==> src/rtl/sdram_port_arbiter_if.sv <==
`default_nettype none
// ============================================================================
// Module      : sdram_port_arbiter_if
// Description : Avalon-MM signal bundle for the two-master SDRAM port arbiter.
//               Carries the VGA (m0), GPU (m1) and SDRAM (s) buses.
//               The "slave" modport is the arbiter's view. The "master"
//               modport is the view of the surrounding system.
// Revision    : 1.0 - initial release
// ============================================================================
interface sdram_port_arbiter_if;
    // VGA scanout reader (read-only)
    logic [31:0] m0_address;
    logic        m0_read;
    logic [31:0] m0_readdata;
    logic        m0_waitrequest;
    logic        m0_readdatavalid;

    // GPU / rasteriser (read/write)
    logic [31:0] m1_address;
    logic        m1_read;
    logic        m1_write;
    logic [31:0] m1_writedata;
    logic [3:0]  m1_byteenable;
    logic [31:0] m1_readdata;
    logic        m1_waitrequest;
    logic        m1_readdatavalid;

    // Shared SDRAM controller port
    logic [31:0] s_address;
    logic        s_read;
    logic        s_write;
    logic [31:0] s_writedata;
    logic [3:0]  s_byteenable;
    logic [31:0] s_readdata;
    logic        s_waitrequest;
    logic        s_readdatavalid;

    modport slave (
        input  m0_address, m0_read,
        output m0_readdata, m0_waitrequest, m0_readdatavalid,
        input  m1_address, m1_read, m1_write, m1_writedata, m1_byteenable,
        output m1_readdata, m1_waitrequest, m1_readdatavalid,
        output s_address, s_read, s_write, s_writedata, s_byteenable,
        input  s_readdata, s_waitrequest, s_readdatavalid
    );

    modport master (
        output m0_address, m0_read,
        input  m0_readdata, m0_waitrequest, m0_readdatavalid,
        output m1_address, m1_read, m1_write, m1_writedata, m1_byteenable,
        input  m1_readdata, m1_waitrequest, m1_readdatavalid,
        input  s_address, s_read, s_write, s_writedata, s_byteenable,
        output s_readdata, s_waitrequest, s_readdatavalid
    );
endinterface
`default_nettype wire

==> src/rtl/sdram_port_arbiter.sv <==
`default_nettype none
// ============================================================================
// Module      : sdram_port_arbiter
// Description : Shares one SDRAM Avalon-MM port between a high-priority VGA
//               reader (m0) and a GPU read/write master (m1). Ownership is
//               bounded by MAX_BURST accepts when the other master waits, and
//               a tag FIFO routes pipelined read data back to its issuer.
// Revision    : 1.0 - initial release
// ============================================================================
module sdram_port_arbiter #(
    parameter int MAX_BURST   = 16,  // 1..255
    parameter int MAX_PENDING = 8    // power of 2, 2..32
) (
    input  wire                   clk,
    input  wire                   resetn,
    sdram_port_arbiter_if.slave   bus,
    output logic [5:0]            pending,
    output logic                  err_orphan
);

    localparam int c_ptr_w = (MAX_PENDING > 1) ? $clog2(MAX_PENDING) : 1;
    localparam int c_cnt_w = c_ptr_w + 1;
    localparam logic [c_cnt_w-1:0] c_max_pending = c_cnt_w'(MAX_PENDING);
    localparam logic [7:0]         c_max_burst   = 8'(MAX_BURST);

    typedef enum logic [1:0] {
        IDLE = 2'd0,
        OWN0 = 2'd1,
        OWN1 = 2'd2
    } state_t;

    state_t              r_state;
    logic [7:0]          r_burst_cnt;

    logic [MAX_PENDING-1:0] r_tags;
    logic [c_ptr_w-1:0]  r_wr_ptr;
    logic [c_ptr_w-1:0]  r_rd_ptr;
    logic [c_cnt_w-1:0]  r_count;
    logic                r_err_orphan;

    logic                w_req0;
    logic                w_req1;
    logic                w_own0;
    logic                w_own1;
    logic                w_owner_req;
    logic                w_other_req;
    logic                w_owner_rd;
    logic                w_full;
    logic                w_empty;
    logic                w_blocked;
    logic                w_accept;
    logic                w_push;
    logic                w_pop;
    logic                w_head_tag;
    logic [7:0]          w_burst_inc;

    // Request decode; an M1 read+write collision is treated as a read
    assign w_req0      = bus.m0_read;
    assign w_req1      = bus.m1_read | bus.m1_write;
    assign w_own0      = (r_state == OWN0);
    assign w_own1      = (r_state == OWN1);
    assign w_owner_req = (w_own0 & w_req0) | (w_own1 & w_req1);
    assign w_other_req = w_own0 ? w_req1 : w_req0;
    assign w_owner_rd  = (w_own0 & bus.m0_read) | (w_own1 & bus.m1_read);

    // Read tag FIFO status; a full FIFO stalls reads but never writes
    assign w_full      = (r_count == c_max_pending);
    assign w_empty     = (r_count == '0);
    assign w_blocked   = w_owner_rd & w_full;
    assign w_accept    = w_owner_req & ~bus.s_waitrequest & ~w_blocked;
    assign w_push      = w_accept & w_owner_rd;
    assign w_pop       = bus.s_readdatavalid & ~w_empty;
    assign w_head_tag  = r_tags[r_rd_ptr];

    // Burst counter saturates so a long uncontested run cannot wrap
    assign w_burst_inc = (r_burst_cnt >= c_max_burst) ? c_max_burst : (r_burst_cnt + 8'd1);

    // Command forwarding to the SDRAM port; all zero outside ownership
    assign bus.s_read       = w_owner_rd & ~w_full;
    assign bus.s_write      = w_own1 & bus.m1_write & ~bus.m1_read;
    assign bus.s_address    = w_own0 ? bus.m0_address : (w_own1 ? bus.m1_address : 32'h0);
    assign bus.s_writedata  = w_own1 ? bus.m1_writedata : 32'h0;
    assign bus.s_byteenable = w_own0 ? 4'hF : (w_own1 ? bus.m1_byteenable : 4'h0);

    // Stall and response routing back to the masters
    assign bus.m0_waitrequest   = w_own0 ? (bus.s_waitrequest | w_blocked) : 1'b1;
    assign bus.m1_waitrequest   = w_own1 ? (bus.s_waitrequest | w_blocked) : 1'b1;
    assign bus.m0_readdata      = bus.s_readdata;
    assign bus.m1_readdata      = bus.s_readdata;
    assign bus.m0_readdatavalid = bus.s_readdatavalid & ~w_empty & ~w_head_tag;
    assign bus.m1_readdatavalid = bus.s_readdatavalid & ~w_empty &  w_head_tag;

    assign pending    = 6'(r_count);
    assign err_orphan = r_err_orphan;

    // Ownership FSM: hands over only between accepted commands, never mid-stall
    always_ff @(posedge clk or negedge resetn) begin
        if (!resetn) begin
            r_state     <= IDLE;
            r_burst_cnt <= 8'd0;
        end else begin
            case (r_state)
                IDLE: begin
                    r_burst_cnt <= 8'd0;
                    if (w_req0) begin
                        r_state <= OWN0;
                    end else if (w_req1) begin
                        r_state <= OWN1;
                    end
                end
                OWN0, OWN1: begin
                    if (w_owner_req) begin
                        if (w_accept) begin
                            if (w_other_req && (w_burst_inc == c_max_burst)) begin
                                r_state     <= w_own0 ? OWN1 : OWN0;
                                r_burst_cnt <= 8'd0;
                            end else begin
                                r_burst_cnt <= w_burst_inc;
                            end
                        end
                    end else begin
                        r_burst_cnt <= 8'd0;
                        if (w_other_req) begin
                            r_state <= w_own0 ? OWN1 : OWN0;
                        end else begin
                            r_state <= IDLE;
                        end
                    end
                end
                default: begin
                    r_state     <= IDLE;
                    r_burst_cnt <= 8'd0;
                end
            endcase
        end
    end

    // Outstanding-read tag FIFO plus sticky orphan-response flag
    always_ff @(posedge clk or negedge resetn) begin
        if (!resetn) begin
            r_tags       <= '0;
            r_wr_ptr     <= '0;
            r_rd_ptr     <= '0;
            r_count      <= '0;
            r_err_orphan <= 1'b0;
        end else begin
            if (w_push) begin
                r_tags[r_wr_ptr] <= w_own1;
                r_wr_ptr         <= r_wr_ptr + 1'b1;
            end
            if (w_pop) begin
                r_rd_ptr <= r_rd_ptr + 1'b1;
            end
            case ({w_push, w_pop})
                2'b10:   r_count <= r_count + 1'b1;
                2'b01:   r_count <= r_count - 1'b1;
                default: r_count <= r_count;
            endcase
            if (bus.s_readdatavalid && w_empty) begin
                r_err_orphan <= 1'b1;
            end
        end
    end

endmodule
`default_nettype wire

==> src/flat_wrapper.sv <==
// flat-port wrapper written by rule: the top's interface ports become plain ports
module sdram_port_arbiter_flat 
#(
    parameter int MAX_BURST   = 16,           
    parameter int MAX_PENDING = 8                        
)
  (clk, resetn, pending, err_orphan, bus_m0_address, bus_m0_read, bus_m0_readdata, bus_m0_waitrequest, bus_m0_readdatavalid, bus_m1_address, bus_m1_read, bus_m1_write, bus_m1_writedata, bus_m1_byteenable, bus_m1_readdata, bus_m1_waitrequest, bus_m1_readdatavalid, bus_s_address, bus_s_read, bus_s_write, bus_s_writedata, bus_s_byteenable, bus_s_readdata, bus_s_waitrequest, bus_s_readdatavalid);
  sdram_port_arbiter_if bus_i ();
  input  wire clk;
  input  wire resetn;
  output logic [5:0] pending;
  output logic err_orphan;
  input wire logic [$bits(bus_i.m0_address)-1:0] bus_m0_address;
  input wire logic [$bits(bus_i.m0_read)-1:0] bus_m0_read;
  output wire logic [$bits(bus_i.m0_readdata)-1:0] bus_m0_readdata;
  output wire logic [$bits(bus_i.m0_waitrequest)-1:0] bus_m0_waitrequest;
  output wire logic [$bits(bus_i.m0_readdatavalid)-1:0] bus_m0_readdatavalid;
  input wire logic [$bits(bus_i.m1_address)-1:0] bus_m1_address;
  input wire logic [$bits(bus_i.m1_read)-1:0] bus_m1_read;
  input wire logic [$bits(bus_i.m1_write)-1:0] bus_m1_write;
  input wire logic [$bits(bus_i.m1_writedata)-1:0] bus_m1_writedata;
  input wire logic [$bits(bus_i.m1_byteenable)-1:0] bus_m1_byteenable;
  output wire logic [$bits(bus_i.m1_readdata)-1:0] bus_m1_readdata;
  output wire logic [$bits(bus_i.m1_waitrequest)-1:0] bus_m1_waitrequest;
  output wire logic [$bits(bus_i.m1_readdatavalid)-1:0] bus_m1_readdatavalid;
  output wire logic [$bits(bus_i.s_address)-1:0] bus_s_address;
  output wire logic [$bits(bus_i.s_read)-1:0] bus_s_read;
  output wire logic [$bits(bus_i.s_write)-1:0] bus_s_write;
  output wire logic [$bits(bus_i.s_writedata)-1:0] bus_s_writedata;
  output wire logic [$bits(bus_i.s_byteenable)-1:0] bus_s_byteenable;
  input wire logic [$bits(bus_i.s_readdata)-1:0] bus_s_readdata;
  input wire logic [$bits(bus_i.s_waitrequest)-1:0] bus_s_waitrequest;
  input wire logic [$bits(bus_i.s_readdatavalid)-1:0] bus_s_readdatavalid;
  assign bus_i.m0_address = bus_m0_address;
  assign bus_i.m0_read = bus_m0_read;
  assign bus_m0_readdata = bus_i.m0_readdata;
  assign bus_m0_waitrequest = bus_i.m0_waitrequest;
  assign bus_m0_readdatavalid = bus_i.m0_readdatavalid;
  assign bus_i.m1_address = bus_m1_address;
  assign bus_i.m1_read = bus_m1_read;
  assign bus_i.m1_write = bus_m1_write;
  assign bus_i.m1_writedata = bus_m1_writedata;
  assign bus_i.m1_byteenable = bus_m1_byteenable;
  assign bus_m1_readdata = bus_i.m1_readdata;
  assign bus_m1_waitrequest = bus_i.m1_waitrequest;
  assign bus_m1_readdatavalid = bus_i.m1_readdatavalid;
  assign bus_s_address = bus_i.s_address;
  assign bus_s_read = bus_i.s_read;
  assign bus_s_write = bus_i.s_write;
  assign bus_s_writedata = bus_i.s_writedata;
  assign bus_s_byteenable = bus_i.s_byteenable;
  assign bus_i.s_readdata = bus_s_readdata;
  assign bus_i.s_waitrequest = bus_s_waitrequest;
  assign bus_i.s_readdatavalid = bus_s_readdatavalid;
  sdram_port_arbiter #(.MAX_BURST(MAX_BURST), .MAX_PENDING(MAX_PENDING)) u_core (.clk(clk), .resetn(resetn), .bus(bus_i), .pending(pending), .err_orphan(err_orphan));
endmodule
==> config.mk <==
export PLATFORM = sky130hd
export DESIGN_NAME = sdram_port_arbiter_flat
export DESIGN_NICKNAME = d
export VERILOG_FILES = /design/src/rtl/sdram_port_arbiter_if.sv /design/src/rtl/sdram_port_arbiter.sv /design/src/flat_wrapper.sv
export SDC_FILE = /design/constraint.sdc
export NUM_CORES = 1
export LEC_CHECK = 0
export ABC_CLOCK_PERIOD_IN_PS = 2800
export CORE_AREA = 2 2 111 113
export DETAILED_ROUTE_END_ITERATION = 7
export DIE_AREA = 0 0 113 115
export GPL_TIMING_DRIVEN = 0
export PLACE_DENSITY = 0.69
export SYNTH_ARGS = -nofsm -noshare
export SYNTH_HDL_FRONTEND = slang
export SYNTH_SLANG_ARGS = --single-unit
==> constraint.sdc <==
create_clock -name clk -period 2.8 [get_ports clk]
set_input_delay 0.7 -clock clk [delete_from_list [all_inputs] [get_ports clk]]
set_output_delay 0.7 -clock clk [all_outputs]
set_load 0.02 [all_outputs]
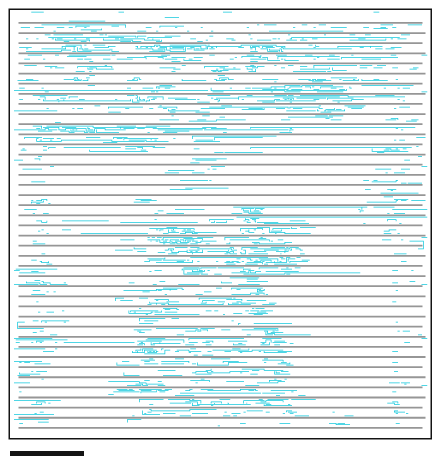
Run 1: M1 wires
The bar under the picture is 20 um long. Supply wires on this layer in gray.
wire length on this layer: 4110 um
longest straight run: 52.0 um
share of all routed wire: 35%
main direction: horizontal

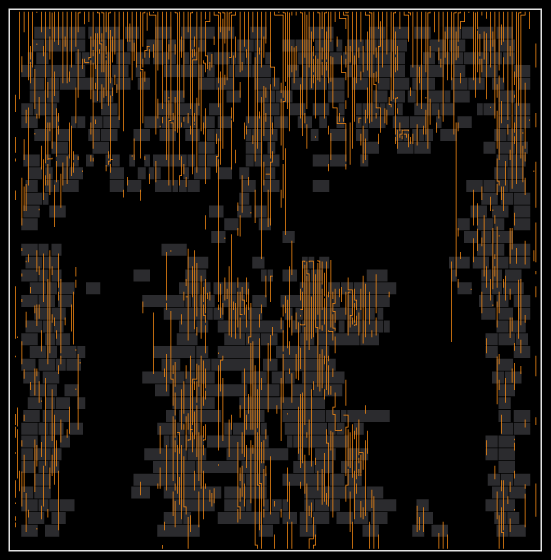
Run 1: M2 wires
Cells faint in the background.
wire length on this layer: 5600 um
main direction: vertical
share of all routed wire: 48%

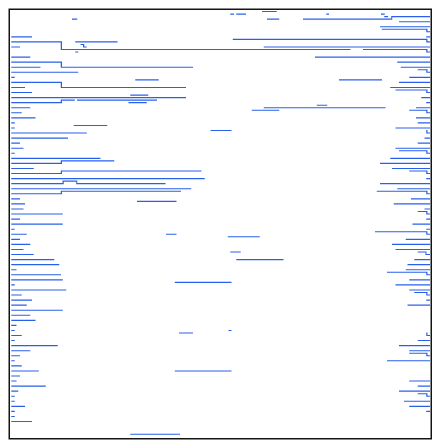
Run 1: the metal 3 layer
main direction: horizontal
longest straight run: 77.5 um
wire length on this layer: 1680 um
nets with wire on the layer: 167

==> impl_metrics.toml, run 1 <==
# synthesis and place-and-route metrics
[global_route]
vias_in_the_first_global_route = 3338
grt_most_used_layer = "met2"
grt_max_degree = 30
grt_use_total = 0.165
global_route.usage.met3 = 0.0907
globalRouteMet1Util = 0.183
overflow = 0
grt_first_pass_wirelength_um = 17200
use_met2 = 0.279

[layout]
drive_above_1_share = 0.200
comb_cells = 252
layout.cells.most_common_list = "sky130_fd_sc_hd__clkdlybuf4s50_1 (173), sky130_fd_sc_hd__nand2_1 (78), sky130_fd_sc_hd__buf_4 (70), sky130_fd_sc_hd__dlygate4sd2_1 (54), sky130_fd_sc_hd__o21ai_0 (37)"
area_growth_pct = 95.8
area_dominant_class = "non-clock buffers"
inverters_excl_clock = 7
final_common_cell = "sky130_fd_sc_hd__clkdlybuf4s50_1"
sh_seq_area = 0.127
share_of_the_final_layout_cell_area_in_multi_input_gates = 0.282
final_area_um2 = 5730
layout_non_clock_buf_frac = 0.531
diodes = 0
final.signal_buffer_count = 335
instances_no_fill = 778
postLayoutCoreUtil = 0.485
layout.clock_buffers = 8
seqCellArea_um2 = 727

[final_timing]
slew_headroom = 0.559
fin_crit_ps = 2720
finalSetupViolations = 0
tns_ps = 0
post-route-worst-setup-slack_ps = 82.9
final_hold_vio_count = 0
grt_setup_unrepaired = "false"
maxClockFrequency_mhz = 368
final_min_period_over_clock_period = 0.970

[worst_setup_path]
critPathMostFrequentCell = "sky130_fd_sc_hd__clkdlybuf4s50_1"
cp_slowest_cell = "sky130_fd_sc_hd__clkdlybuf4s50_1"
timing.critical_path.from_type = "primary input"
crit_required_ps = 2100
critPathKind = "primary input to output port"
worst_r2r_endpoint = "u_core.r_count[2]"
timing.reg2reg.setup_slack_ps = 160
worst_setup_path_startpoint = "bus_s_readdatavalid"
critical_path.max_stage_delay_ps = 600
worstReg2RegStart = "u_core.r_state[1]"
timing.critical_path.to_type = "output port"
reg2reg_depth = 13
crit_end = "bus_m1_readdatavalid"

[synth]
synth.cellmix.compoundShare = 0.136
yosys_most_used_dff = "sky130_fd_sc_hd__dfrtp_1"
post-synth-top-area-fraction = 0.248
synth-xor-area-share = 0.0270
postSynthCellCount = 371
leading_cell_type_by_number_of_instances_after_synthesis = "sky130_fd_sc_hd__nand2_1"
synth.cellmix.simpleShare = 0.264
post_synthesis_cell_area_um2 = 2920
top_logic_kind = "simple AND/OR/NAND/NOR gates"
common_cells = "sky130_fd_sc_hd__nand2_1 (78), sky130_fd_sc_hd__buf_4 (67), sky130_fd_sc_hd__o21ai_0 (37)"
ys_seq_frac = 0.248
yosysChipArea_um2 = 2920
synth_async_sr_flop_share = 1.00
yosys-top-cells-area = "sky130_fd_sc_hd__dfrtp_1 (25%), sky130_fd_sc_hd__buf_4 (17%), sky130_fd_sc_hd__nand2_1 (10%)"
synth.ff_latch_count = 29
syn_area_per_cell_um2 = 7.88
yosys_warnings = 0

[pwr]
comb_power_mw = 2.73
p_seq_mw = 0.725
p_int_mw = 2.13
totalPowerFinal_mw = 3.96
power.clock.total_mw = 0.500
group_with_the_largest_share_of_power = "combinational cells"
seq_power_share = 0.183
p_clk_frac = 0.126
power_frac_comb = 0.691
sw_frac_of_total = 0.463

[drt]
maxUsedRoutingLayer = "met4"
drt_iter0_markers = 161
drt_drc_violations_left = 17
postRouteAntennaNets = 0
met3_wirelength_um = 1680
drtPass1Iterations = 6
met1Wirelength_um = 4110
avgRoutedWirePerCell_um = 14.9

[clock_tree]
cts_tree = "done"
root_buffer = "sky130_fd_sc_hd__clkbuf_16"
clock_sink_count = 29
cts_post_setup_buffers_inserted = 2
worst_setup_hold_path_clk_slew_ps = 50
cts_repair_resize_count = 118
tritoncts.num_buffers = 5
cts_hold_repair.buffers = 0
worstSkewPairLatency_ps = 270
ctsLongestPathBuffers = 2
htree_num_levels = 2

[run]
warning_count = 33

[place]
place_ws_ps = -634
dp_cells = 768
place_congestion = 0.807
placedInstanceArea_um2 = 5600
dpl.hpwl_um = 9680

[status]
run_status = "finished, violations left"
failing_checks = "design-rule violations"

[die]
boundaryPins = 284
initial_utilization = 0.248
dieArea_um2 = 13000
well_tap_count = 147
floorplan.rows = 40

[hold_path]
hold_path.class = "primary input to asynchronous set/reset pin"
run 1: worst min-delay path by stage:
stage | startpoint | to | depth (start not counted)
detailed placement | u_core.err_orphan | u_core.err_orphan | 1
floorplan | resetn | u_core.err_orphan | 0
finish | resetn | u_core.r_tags[1] | 1
global route | u_core.r_tags[3] | u_core.r_tags[3] | 1
CTS | u_core.err_orphan | u_core.err_orphan | 1
global placement | u_core.err_orphan | u_core.err_orphan | 1
run 1: sequential cells by signal, summed over array words and instances, names as in the netlist:
signal / cells
u_core.err_orphan: 1
u_core.r_count: 4
u_core.r_wr_ptr: 3
u_core.r_state: 2
u_core.r_rd_ptr: 3
u_core.r_burst_cnt: 8
u_core.r_tags: 8
run 1: worst max-delay path, delay by kind of cell:
kind / cells / cell delay [ps]
buf+inv: 2 / 1070
simple gates: 2 / 240
==> run 2: changes to the inputs <==
--- a/config.mk
+++ b/config.mk
@@ -6,6 +6,7 @@
 export NUM_CORES = 1
 export LEC_CHECK = 0
 export ABC_CLOCK_PERIOD_IN_PS = 2800
+export CAP_MARGIN = 20
 export CORE_AREA = 2 2 111 113
 export DETAILED_ROUTE_END_ITERATION = 7
 export DIE_AREA = 0 0 113 115
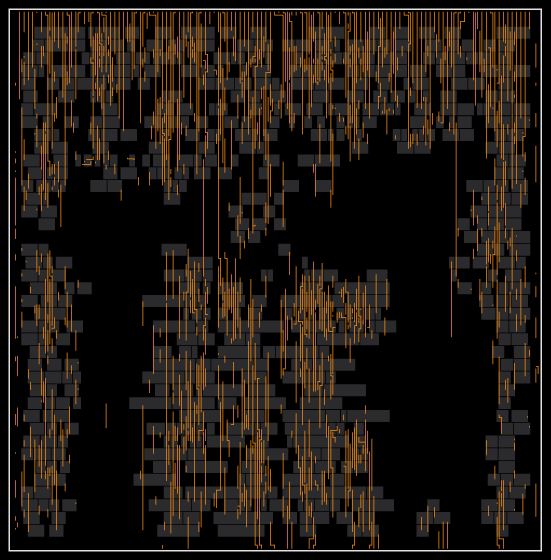
Run 2: M2 wires
Cells faint in the background.
nets with wire on the layer: 665
wire length on this layer: 5650 um
longest straight run: 37.7 um
share of all routed wire: 49%
main direction: vertical

==> run 2 against run 1 <==
First-iteration DRC count down 18%. The run still ends with design-rule violations left. Die size did not move. Critical path depth up 3.
==> impl_metrics.toml, run 2 <==
# synthesis and place-and-route metrics
[clock_tree]
root_buffer = "sky130_fd_sc_hd__clkbuf_16"
cts_hold_repair.buffers = 0
cts_repair_resize_count = 122
ctsLongestPathBuffers = 2
cts_post_setup_buffers_inserted = 2
worstSkewPairLatency_ps = 270
tritoncts.num_buffers = 5
htree_num_levels = 2
cts_tree = "done"
worst_setup_hold_path_clk_slew_ps = 50
clock_sink_count = 29

[die]
core_um2 = 11800
chipHeight_um = 115
boundaryPins = 284
dieArea_um2 = 13000
floorplan.rows = 40
floorplan.die.width_um = 113
initial_utilization = 0.248

[synth]
synth-edff-count = 0
top_logic_kind = "simple AND/OR/NAND/NOR gates"
synth.cellmix.compoundShare = 0.136
post-synth-top-area-fraction = 0.248
yosys_most_used_dff = "sky130_fd_sc_hd__dfrtp_1"
yosysChipArea_um2 = 2920
post_synthesis_cell_area_um2 = 2920
synth-xor-area-share = 0.0270
yosys_warnings = 0
synth_async_sr_flop_share = 1.00
yosys-top-cells-area = "sky130_fd_sc_hd__dfrtp_1 (25%), sky130_fd_sc_hd__buf_4 (17%), sky130_fd_sc_hd__nand2_1 (10%)"
muxShareOfSynthArea = 0.0697
synth.cellmix.simpleShare = 0.264
synthDominantAreaCellType = "sky130_fd_sc_hd__dfrtp_1"
synth.ff_latch_count = 29
ys_cells = 371
ys_seq_frac = 0.248
syn_area_per_cell_um2 = 7.88
post_synth_num_cell_types = 51
synth-adder-area-share = 0.0471
leading_cell_type_by_number_of_instances_after_synthesis = "sky130_fd_sc_hd__nand2_1"
common_cells = "sky130_fd_sc_hd__nand2_1 (78), sky130_fd_sc_hd__buf_4 (67), sky130_fd_sc_hd__o21ai_0 (37)"
postSynthCellCount = 371

[global_route]
overflow = 0
grt_most_used_layer = "met2"
vias_in_the_first_global_route = 3344
grt_first_pass_wirelength_um = 16800
antenna_violations_before_repair = 0
grt_max_degree = 17
grt_use_total = 0.161
globalRouteMet1Util = 0.177
global_route.usage.met3 = 0.0865
use_met2 = 0.281

[drt]
route.detailed.vias_per_inst = 4.39
maxUsedRoutingLayer = "met4"
drt_drc_violations_left = 17
postRouteAntennaNets = 0
drt_iter0_markers = 132
dr_total_vias = 3412
wl_um = 11500
met3_wirelength_um = 1660
met1Wirelength_um = 4100
drtPass1Iterations = 6
met2_wirelength_um = 5650
avgRoutedWirePerCell_um = 14.8

[worst_setup_path]
timing.critical_path.max_delay_family = "buffers and inverters"
worst_r2r_endpoint = "u_core.r_count[2]"
timing.reg2reg.setup_slack_ps = 190
timing.critical_path.to_type = "output port"
reg2reg_depth = 13
cp_num_buf_inv = 5
crit_required_ps = 2100
crit_cells = 7
critical_path.max_stage_delay_ps = 400
critPathKind = "flop to output port"
timing.critical_path.from_type = "flop"
crit_end = "bus_s_writedata[12]"
worstReg2RegStart = "u_core.r_state[1]"
cp_cell_sequence = "inv_1 -> ha_1 -> buf_4 -> clkbuf_4 -> clkbuf_2 -> and2_1 -> dlygate4sd2_1"
arrival_ps = 1960
cp_slowest_cell = "sky130_fd_sc_hd__dfrtp_1"
crit_fanout = 10
worst_setup_path_startpoint = "u_core.r_state[0]"

[hold_path]
hold_path.class = "flop to flop"

[layout]
final_area_um2 = 5780
postLayoutCoreUtil = 0.489
reg_top3 = "u_core.r_burst_cnt: 8 flops, u_core.r_tags: 8 flops, u_core.r_count: 4 flops"
layout.cells.most_common_list = "sky130_fd_sc_hd__clkdlybuf4s50_1 (173), sky130_fd_sc_hd__nand2_1 (78), sky130_fd_sc_hd__buf_4 (70), sky130_fd_sc_hd__dlygate4sd2_1 (57), sky130_fd_sc_hd__o21ai_0 (37)"
finalNetCount = 781
instances_no_fill = 778
area_growth_pct = 97.5
diodes = 0
final_common_cell = "sky130_fd_sc_hd__clkdlybuf4s50_1"
drive_above_1_share = 0.203

[pwr]
p_int_mw = 2.15
p_switching_mw = 1.83
p_seq_mw = 0.727
sw_frac_of_total = 0.459
seq_power_share = 0.183
p_clk_frac = 0.129
worst_ir_drop_vdd_uv = 311
pwr_density_cell_nw_per_um2 = 689
group_with_the_largest_share_of_power = "combinational cells"
comb_power_mw = 2.74
p_leak_nw = 2.76
power.clock.total_mw = 0.512
power_frac_comb = 0.689
totalPowerFinal_mw = 3.98

[place]
place_congestion = 0.807
dpl.hpwl_um = 9740
portBuffers = 249
placedInstanceArea_um2 = 5630
place_ws_ps = -633
dp_cells = 769

[status]
run_status = "finished, violations left"
failing_checks = "design-rule violations"

[final_timing]
final_min_period_over_clock_period = 0.951
slew_headroom = 0.537
slew_violations = 0
final_hold_vio_count = 0
finalSetupViolations = 0
maxClockFrequency_mhz = 376
tns_ps = 0
finalHoldWorstSlack_ps = 466
worstMarginPinSlew_ps = 692
grt_setup_unrepaired = "false"
final.setup_skew_ps = 2.33
fin_crit_ps = 2660
post-route-worst-setup-slack_ps = 137

[run]
warning_count = 33
max-cap-violations = 0
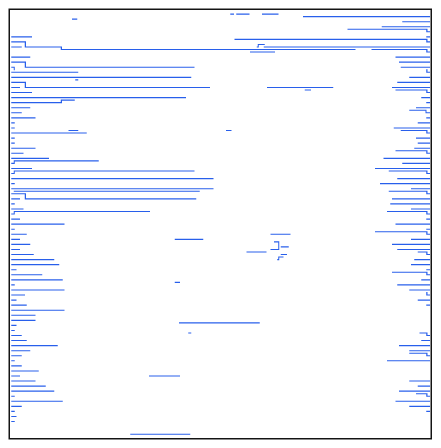
Run 2: the metal 3 layer
longest straight run: 78.9 um
share of all routed wire: 14%
main direction: horizontal
nets with wire on the layer: 165
wire length on this layer: 1660 um

run 2: worst min-delay path by stage:
stage / startpoint / endpoint / slack (ps) / cells after the start
after floorplan: resetn / u_core.err_orphan / 400 / 0
after global placement: u_core.err_orphan / u_core.err_orphan / 440 / 1
after detailed placement: u_core.err_orphan / u_core.err_orphan / 470 / 1
after CTS: u_core.err_orphan / u_core.err_orphan / 480 / 1
after global routing: u_core.r_tags[3] / u_core.r_tags[3] / 490 / 1
final: u_core.err_orphan / u_core.err_orphan / 470 / 1
run 2: area by class of cell:
type	instances	area, um^2
Fill cell	1139	6040
Multi-Input combinational cell	252	1620
Clock buffer	7	143
Buffer	84	616
Tap cell	147	184
Inverter	7	26.3
Sequential cell	29	727
Timing Repair Buffer	252	2460
